File: config.mk
export PLATFORM = sky130hd
export DESIGN_NAME = wb_master_bridge
export DESIGN_NICKNAME = d
export VERILOG_FILES = /design/src/rtl/wb_bridge_pkg.sv /design/src/rtl/wb_timeout_counter.sv /design/src/rtl/wb_master_bridge.sv
export SDC_FILE = /design/constraint.sdc
export NUM_CORES = 1
export LEC_CHECK = 0
export ABC_AREA = 1
export CORE_MARGIN = 2
export CORE_UTILIZATION = 40
export DETAILED_ROUTE_END_ITERATION = 16
export PLACE_DENSITY = 0.85
export REMOVE_ABC_BUFFERS = 1
export SYNTH_ARGS = -nofsm -noshare
export SYNTH_HDL_FRONTEND = slang
export SYNTH_HIERARCHICAL = 1
export SYNTH_SLANG_ARGS = --single-unit
File: constraint.sdc
create_clock -name clk -period 3.4 [get_ports clk]
set_clock_uncertainty 0.1 [all_clocks]
set_input_delay 1.02 -clock clk [delete_from_list [all_inputs] [get_ports clk]]
set_output_delay 1.02 -clock clk [all_outputs]
set_load 0.02 [all_outputs]
File: src/rtl/wb_bridge_pkg.sv
// Shared types and sizing helpers for the core-to-Wishbone master bridge.
package wb_bridge_pkg;

  typedef enum logic [1:0] {
    IDLE = 2'd0,
    BUS  = 2'd1,
    RESP = 2'd2
  } state_e;

  localparam int unsigned TIMEOUT_CYCLES_DEF = 256;

  // One spare bit so the timer can never wrap before it expires.
  function automatic int unsigned timer_width(input int unsigned timeout_cycles);
    return 32'($clog2(timeout_cycles)) + 32'd1;
  endfunction

  localparam int unsigned TIMER_W_DEF = timer_width(TIMEOUT_CYCLES_DEF);

endpackage

File: src/rtl/wb_timeout_counter.sv
// Cycle counter that flags the last permitted bus cycle before an abort.
module wb_timeout_counter
  import wb_bridge_pkg::*;
#(
  parameter int unsigned TIMEOUT_CYCLES = TIMEOUT_CYCLES_DEF
) (
  input  logic clk,
  input  logic rst_n,
  input  logic clear,
  input  logic enable,
  output logic expired_c
);

  localparam int unsigned    CNT_W   = timer_width(TIMEOUT_CYCLES);
  localparam logic [CNT_W-1:0] LAST  = CNT_W'(TIMEOUT_CYCLES - 32'd1);
  localparam logic           ENABLED = (TIMEOUT_CYCLES != 0);

  logic [CNT_W-1:0] cnt_q;
  logic [CNT_W-1:0] cnt_d;

  always_comb begin
    cnt_d = cnt_q;
    if (clear) begin
      cnt_d = '0;
    end else if (enable && ENABLED) begin
      cnt_d = cnt_q + CNT_W'(1);
    end
  end

  always_ff @(posedge clk or negedge rst_n) begin
    if (!rst_n) begin
      cnt_q <= '0;
    end else begin
      cnt_q <= cnt_d;
    end
  end

  assign expired_c = ENABLED && (cnt_q == LAST);

endmodule

File: src/rtl/wb_master_bridge.sv
// Turns valid/ready core load/store requests into single Wishbone classic
// cycles, one outstanding at a time, with an optional no-ack timeout.
module wb_master_bridge
  import wb_bridge_pkg::*;
#(
  parameter int unsigned ADDR_WIDTH     = 32,
  parameter int unsigned DATA_WIDTH     = 64,
  parameter int unsigned TIMEOUT_CYCLES = TIMEOUT_CYCLES_DEF
) (
  input  logic                  clk,
  input  logic                  rst_n,
  input  logic                  req_valid,
  output logic                  req_ready,
  input  logic                  req_we,
  input  logic [ADDR_WIDTH-1:0] req_addr,
  input  logic [DATA_WIDTH-1:0] req_wdata,
  output logic                  resp_valid,
  input  logic                  resp_ready,
  output logic [DATA_WIDTH-1:0] resp_rdata,
  output logic                  resp_err,
  output logic                  busy,
  output logic                  cyc_o,
  output logic                  stb_o,
  output logic                  we_o,
  output logic [ADDR_WIDTH-1:0] addr_o,
  output logic [DATA_WIDTH-1:0] data_o,
  input  logic [DATA_WIDTH-1:0] data_i,
  input  logic                  ack_i
);

  state_e                state_q, state_d;
  logic                  cyc_q, cyc_d;
  logic                  stb_q, stb_d;
  logic                  we_q, we_d;
  logic [ADDR_WIDTH-1:0] addr_q, addr_d;
  logic [DATA_WIDTH-1:0] data_q, data_d;
  logic                  resp_valid_q, resp_valid_d;
  logic                  resp_err_q, resp_err_d;
  logic [DATA_WIDTH-1:0] resp_rdata_q, resp_rdata_d;
  logic                  busy_q, busy_d;

  logic timer_clear_c;
  logic timer_en_c;
  logic timer_expired_c;

  wb_timeout_counter #(
    .TIMEOUT_CYCLES (TIMEOUT_CYCLES)
  ) u_timer (
    .clk       (clk),
    .rst_n     (rst_n),
    .clear     (timer_clear_c),
    .enable    (timer_en_c),
    .expired_c (timer_expired_c)
  );

  // Next-state and registered-output logic; an ack always beats the timeout.
  always_comb begin
    state_d       = state_q;
    cyc_d         = cyc_q;
    stb_d         = stb_q;
    we_d          = we_q;
    addr_d        = addr_q;
    data_d        = data_q;
    resp_valid_d  = resp_valid_q;
    resp_err_d    = resp_err_q;
    resp_rdata_d  = resp_rdata_q;
    timer_clear_c = 1'b0;
    timer_en_c    = 1'b0;

    case (state_q)
      IDLE: begin
        if (req_valid) begin
          we_d          = req_we;
          addr_d        = req_addr;
          data_d        = req_wdata;
          cyc_d         = 1'b1;
          stb_d         = 1'b1;
          timer_clear_c = 1'b1;
          state_d       = BUS;
        end
      end
      BUS: begin
        if (ack_i) begin
          resp_rdata_d = we_q ? '0 : data_i;
          resp_err_d   = 1'b0;
          resp_valid_d = 1'b1;
          cyc_d        = 1'b0;
          stb_d        = 1'b0;
          state_d      = RESP;
        end else if (timer_expired_c) begin
          resp_rdata_d = '0;
          resp_err_d   = 1'b1;
          resp_valid_d = 1'b1;
          cyc_d        = 1'b0;
          stb_d        = 1'b0;
          state_d      = RESP;
        end else begin
          timer_en_c = 1'b1;
        end
      end
      RESP: begin
        if (resp_ready) begin
          resp_valid_d = 1'b0;
          resp_err_d   = 1'b0;
          state_d      = IDLE;
        end
      end
      default: begin
        state_d = IDLE;
      end
    endcase

    busy_d = (state_d != IDLE);
  end

  always_ff @(posedge clk or negedge rst_n) begin
    if (!rst_n) begin
      state_q      <= IDLE;
      cyc_q        <= 1'b0;
      stb_q        <= 1'b0;
      we_q         <= 1'b0;
      addr_q       <= '0;
      data_q       <= '0;
      resp_valid_q <= 1'b0;
      resp_err_q   <= 1'b0;
      resp_rdata_q <= '0;
      busy_q       <= 1'b0;
    end else begin
      state_q      <= state_d;
      cyc_q        <= cyc_d;
      stb_q        <= stb_d;
      we_q         <= we_d;
      addr_q       <= addr_d;
      data_q       <= data_d;
      resp_valid_q <= resp_valid_d;
      resp_err_q   <= resp_err_d;
      resp_rdata_q <= resp_rdata_d;
      busy_q       <= busy_d;
    end
  end

  assign req_ready  = (state_q == IDLE);
  assign resp_valid = resp_valid_q;
  assign resp_err   = resp_err_q;
  assign resp_rdata = resp_rdata_q;
  assign busy       = busy_q;
  assign cyc_o      = cyc_q;
  assign stb_o      = stb_q;
  assign we_o       = we_q;
  assign addr_o     = addr_q;
  assign data_o     = data_q;

endmodule
### Congestion heat map, run 1

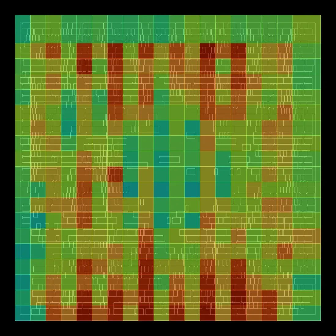
WL per Instance: 15.7 um
Final Core Density: 0.647
GR met1 Demand/Resource: 0.268
met3 Usage GRT: 0.0659

### Wire density map, run 1

(3 px per um) 27 x 27 tiles, from dark blue (low) to red (high), scaled to the fullest tile. Values are wire area over tile area, all layers added.
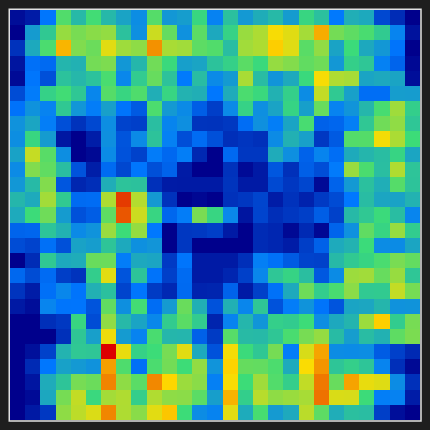
nearly empty tiles: 4.8%
tiles over half the peak: 26%
emptiest ninth of the die: center
fullest tile: 0.52
mean over tiles: 0.18

### M3 wires, run 1

(3 px per um) Cells faint in the background.
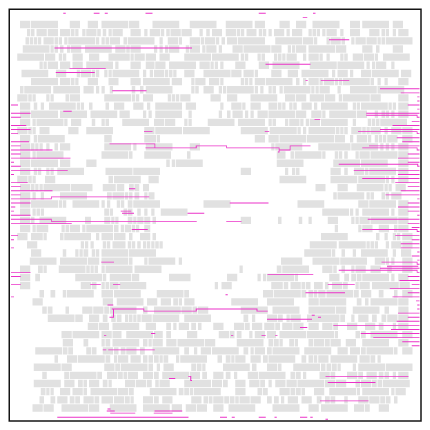
main direction: horizontal
wire length on this layer: 1350 um

[run 1: final cells by class]
type | count | share of cell area
multi-input combinational | 549 | 0.209
inverter | 20 | 0.00674
tap | 225 | 0.0253
clock buffer | 18 | 0.0394
sequential | 176 | 0.395
clock inverter | 14 | 0.0154
timing repair buffer | 341 | 0.309
[run 1: synthesized netlist by cell type]
cell,instances
nor2_1,12
a21oi_1,4
nor2_4,4
nand2_1,381
dfrtp_1,176
nor4_1,1
buf_4,6
nor3_1,3
inv_1,16
inv_2,4
ha_1,2
nand2_2,3
nand3_2,1
nand4_1,2
o21ai_0,55
o21ai_1,10
buf_6,3
nand3_1,68
o22ai_1,1
buf_2,26
clkbuf_1,13
nor2_2,2
==> impl_metrics.env, run 1 <==
# yosys + openroad results
export IMPL_die_y_um=137
export IMPL_dp_slack_ps=713
export IMPL_maxSlewViolCount=0
export IMPL_grt_overflow=0
export IMPL_p_seq_frac=0.339
export IMPL_ys_chip_area_mm2=0.00705
export IMPL_grt_max_degree=75
export IMPL_yosys_area_share_simple=0.275
export IMPL_p_switching_mw=3.86
export IMPL_cts_hold_buf=0
export IMPL_min_period_over_period=0.833
export IMPL_grt_pass1_wl_mm=32.2
export IMPL_dp_hpwl_mm=15.1
export IMPL_cts_sinks=176
export IMPL_ant_nets=0
export IMPL_cp_top_family="buffers and inverters"
export IMPL_holdWs_ps=369
export IMPL_critPathLaunchType="flop"
export IMPL_critical_path_endpoint="req_ready"
export IMPL_ys_cells=793
export IMPL_worst_slack_ps=569
export IMPL_synth_seq_cells=176
export IMPL_ys_sh_xor=0
export IMPL_drt_total_wl_mm=21.1
export IMPL_fp_dieW_um=137
export IMPL_status="finished, final reports clean"
export IMPL_warnings=25
export IMPL_internal_power_mw=5.97
export IMPL_grt_use_met2=0.377
export IMPL_cp_buffers_inverters=3
export IMPL_syn_to_final_growth_pct=58.1
export IMPL_drive_above_1_share=0.0519
export IMPL_numCtsBuffers=17
export IMPL_fin_setup_tns_ps=0
--- run 2 (diff from run 1) ---
==> constraint.sdc (replaced) <==
create_clock -name clk -period 2.7 [get_ports clk]
set_clock_uncertainty 0.1 [all_clocks]
set_input_delay 0.81 -clock clk [delete_from_list [all_inputs] [get_ports clk]]
set_output_delay 0.81 -clock clk [all_outputs]
set_load 0.02 [all_outputs]
### Signal wires on met2, run 2

(3 px per um) Cells faint in the background.
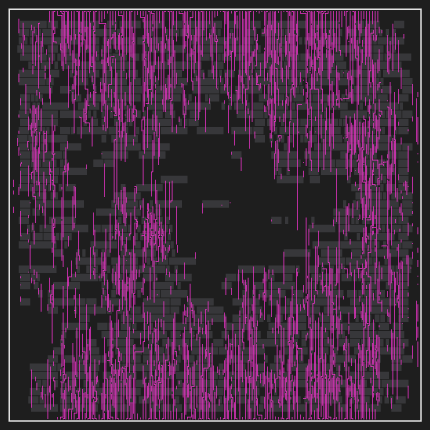
main direction: vertical
wire length on this layer: 11000 um
nets with wire on the layer: 1031
longest straight run: 44.5 um
met2 usage: 0.385
Vias: 6481
drt total wl: 21.7 mm

### Congestion heat map, run 2

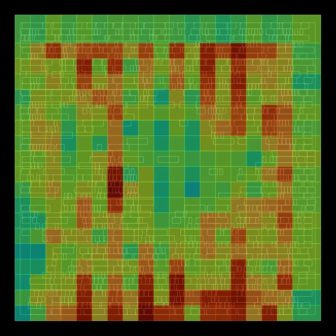
most used routing layer: met2
Final Core Density: 0.649

==> run 2 against run 1 <==
Sequential share of layout area shrank 0.17 points. Non-clock buffer count is 8 higher. Sequential cell count did not move. Count of clock-buffer cells in the layout increased by 2.
==> impl_metrics.env, run 2 <==
# yosys + openroad results
export IMPL_status="finished, final reports clean"
export IMPL_top_cells_by_count="381 x nand2_1, 176 x dfrtp_1, 68 x nand3_1"
export IMPL_taps=225
export IMPL_ff_type="dfrtp_1"
export IMPL_synthArstFlopShare=1.00
export IMPL_cts_hold_buf=0
export IMPL_cp_top_family="buffers and inverters"
export IMPL_clkbuf_count=20
export IMPL_drive_above_1_share=0.0569
export IMPL_clock_area_frac=0.0501
export IMPL_comb_share=0.208
export IMPL_dp_hpwl_mm=15.6
export IMPL_nonClkBufAreaFrac=0.317
export IMPL_fp_dieW_um=137
export IMPL_comb_multi_input_count=549
export IMPL_ant_nets=0
export IMPL_grt_util_met3=0.0544
export IMPL_dp_slack_ps=198
export IMPL_non_clock_inverter_count=20
export IMPL_use_met1=0.279
export IMPL_largest_cell_class="registers"
export IMPL_grt_pass1_wl_mm=33.0
export IMPL_grt_max_degree=67
export IMPL_yosysMostFrequentCell="nand2_1"
export IMPL_ys_cells=793
==> run 2: cell counts after synthesis <==
Identical to the previous run, type by type.
==> run 2: metrics by stage <==
step                      power, mW  hold WS (ps)
after floorplan                6.90           367
after global placement         9.84           353
after detailed placement       10.0           357
after CTS                      12.4           277
after global routing           13.0           294
final                          12.3           259
==> run 2: kinds of logic (layout without fill, tap and decap cells) <==
logic type                 after synthesis  count (layout)  share of synthesized area
AOI/OAI and AO/OA                       70              70                     0.0499
buffers and inverters                   68             400                     0.0472
adders and majority gates                2               2                    0.00355
DFF                                    176             176                      0.625
and+or+nand+nor                        477             477                      0.275
==> run 2: report_power, final <==
group          total, mW  internal, mW  switching (mW)
sequential          4.21          3.64           0.562
clock               2.36          1.32            1.03
combinational       5.75          2.52            3.23
No activity file was given, so power comes from the tool's default toggle rates.
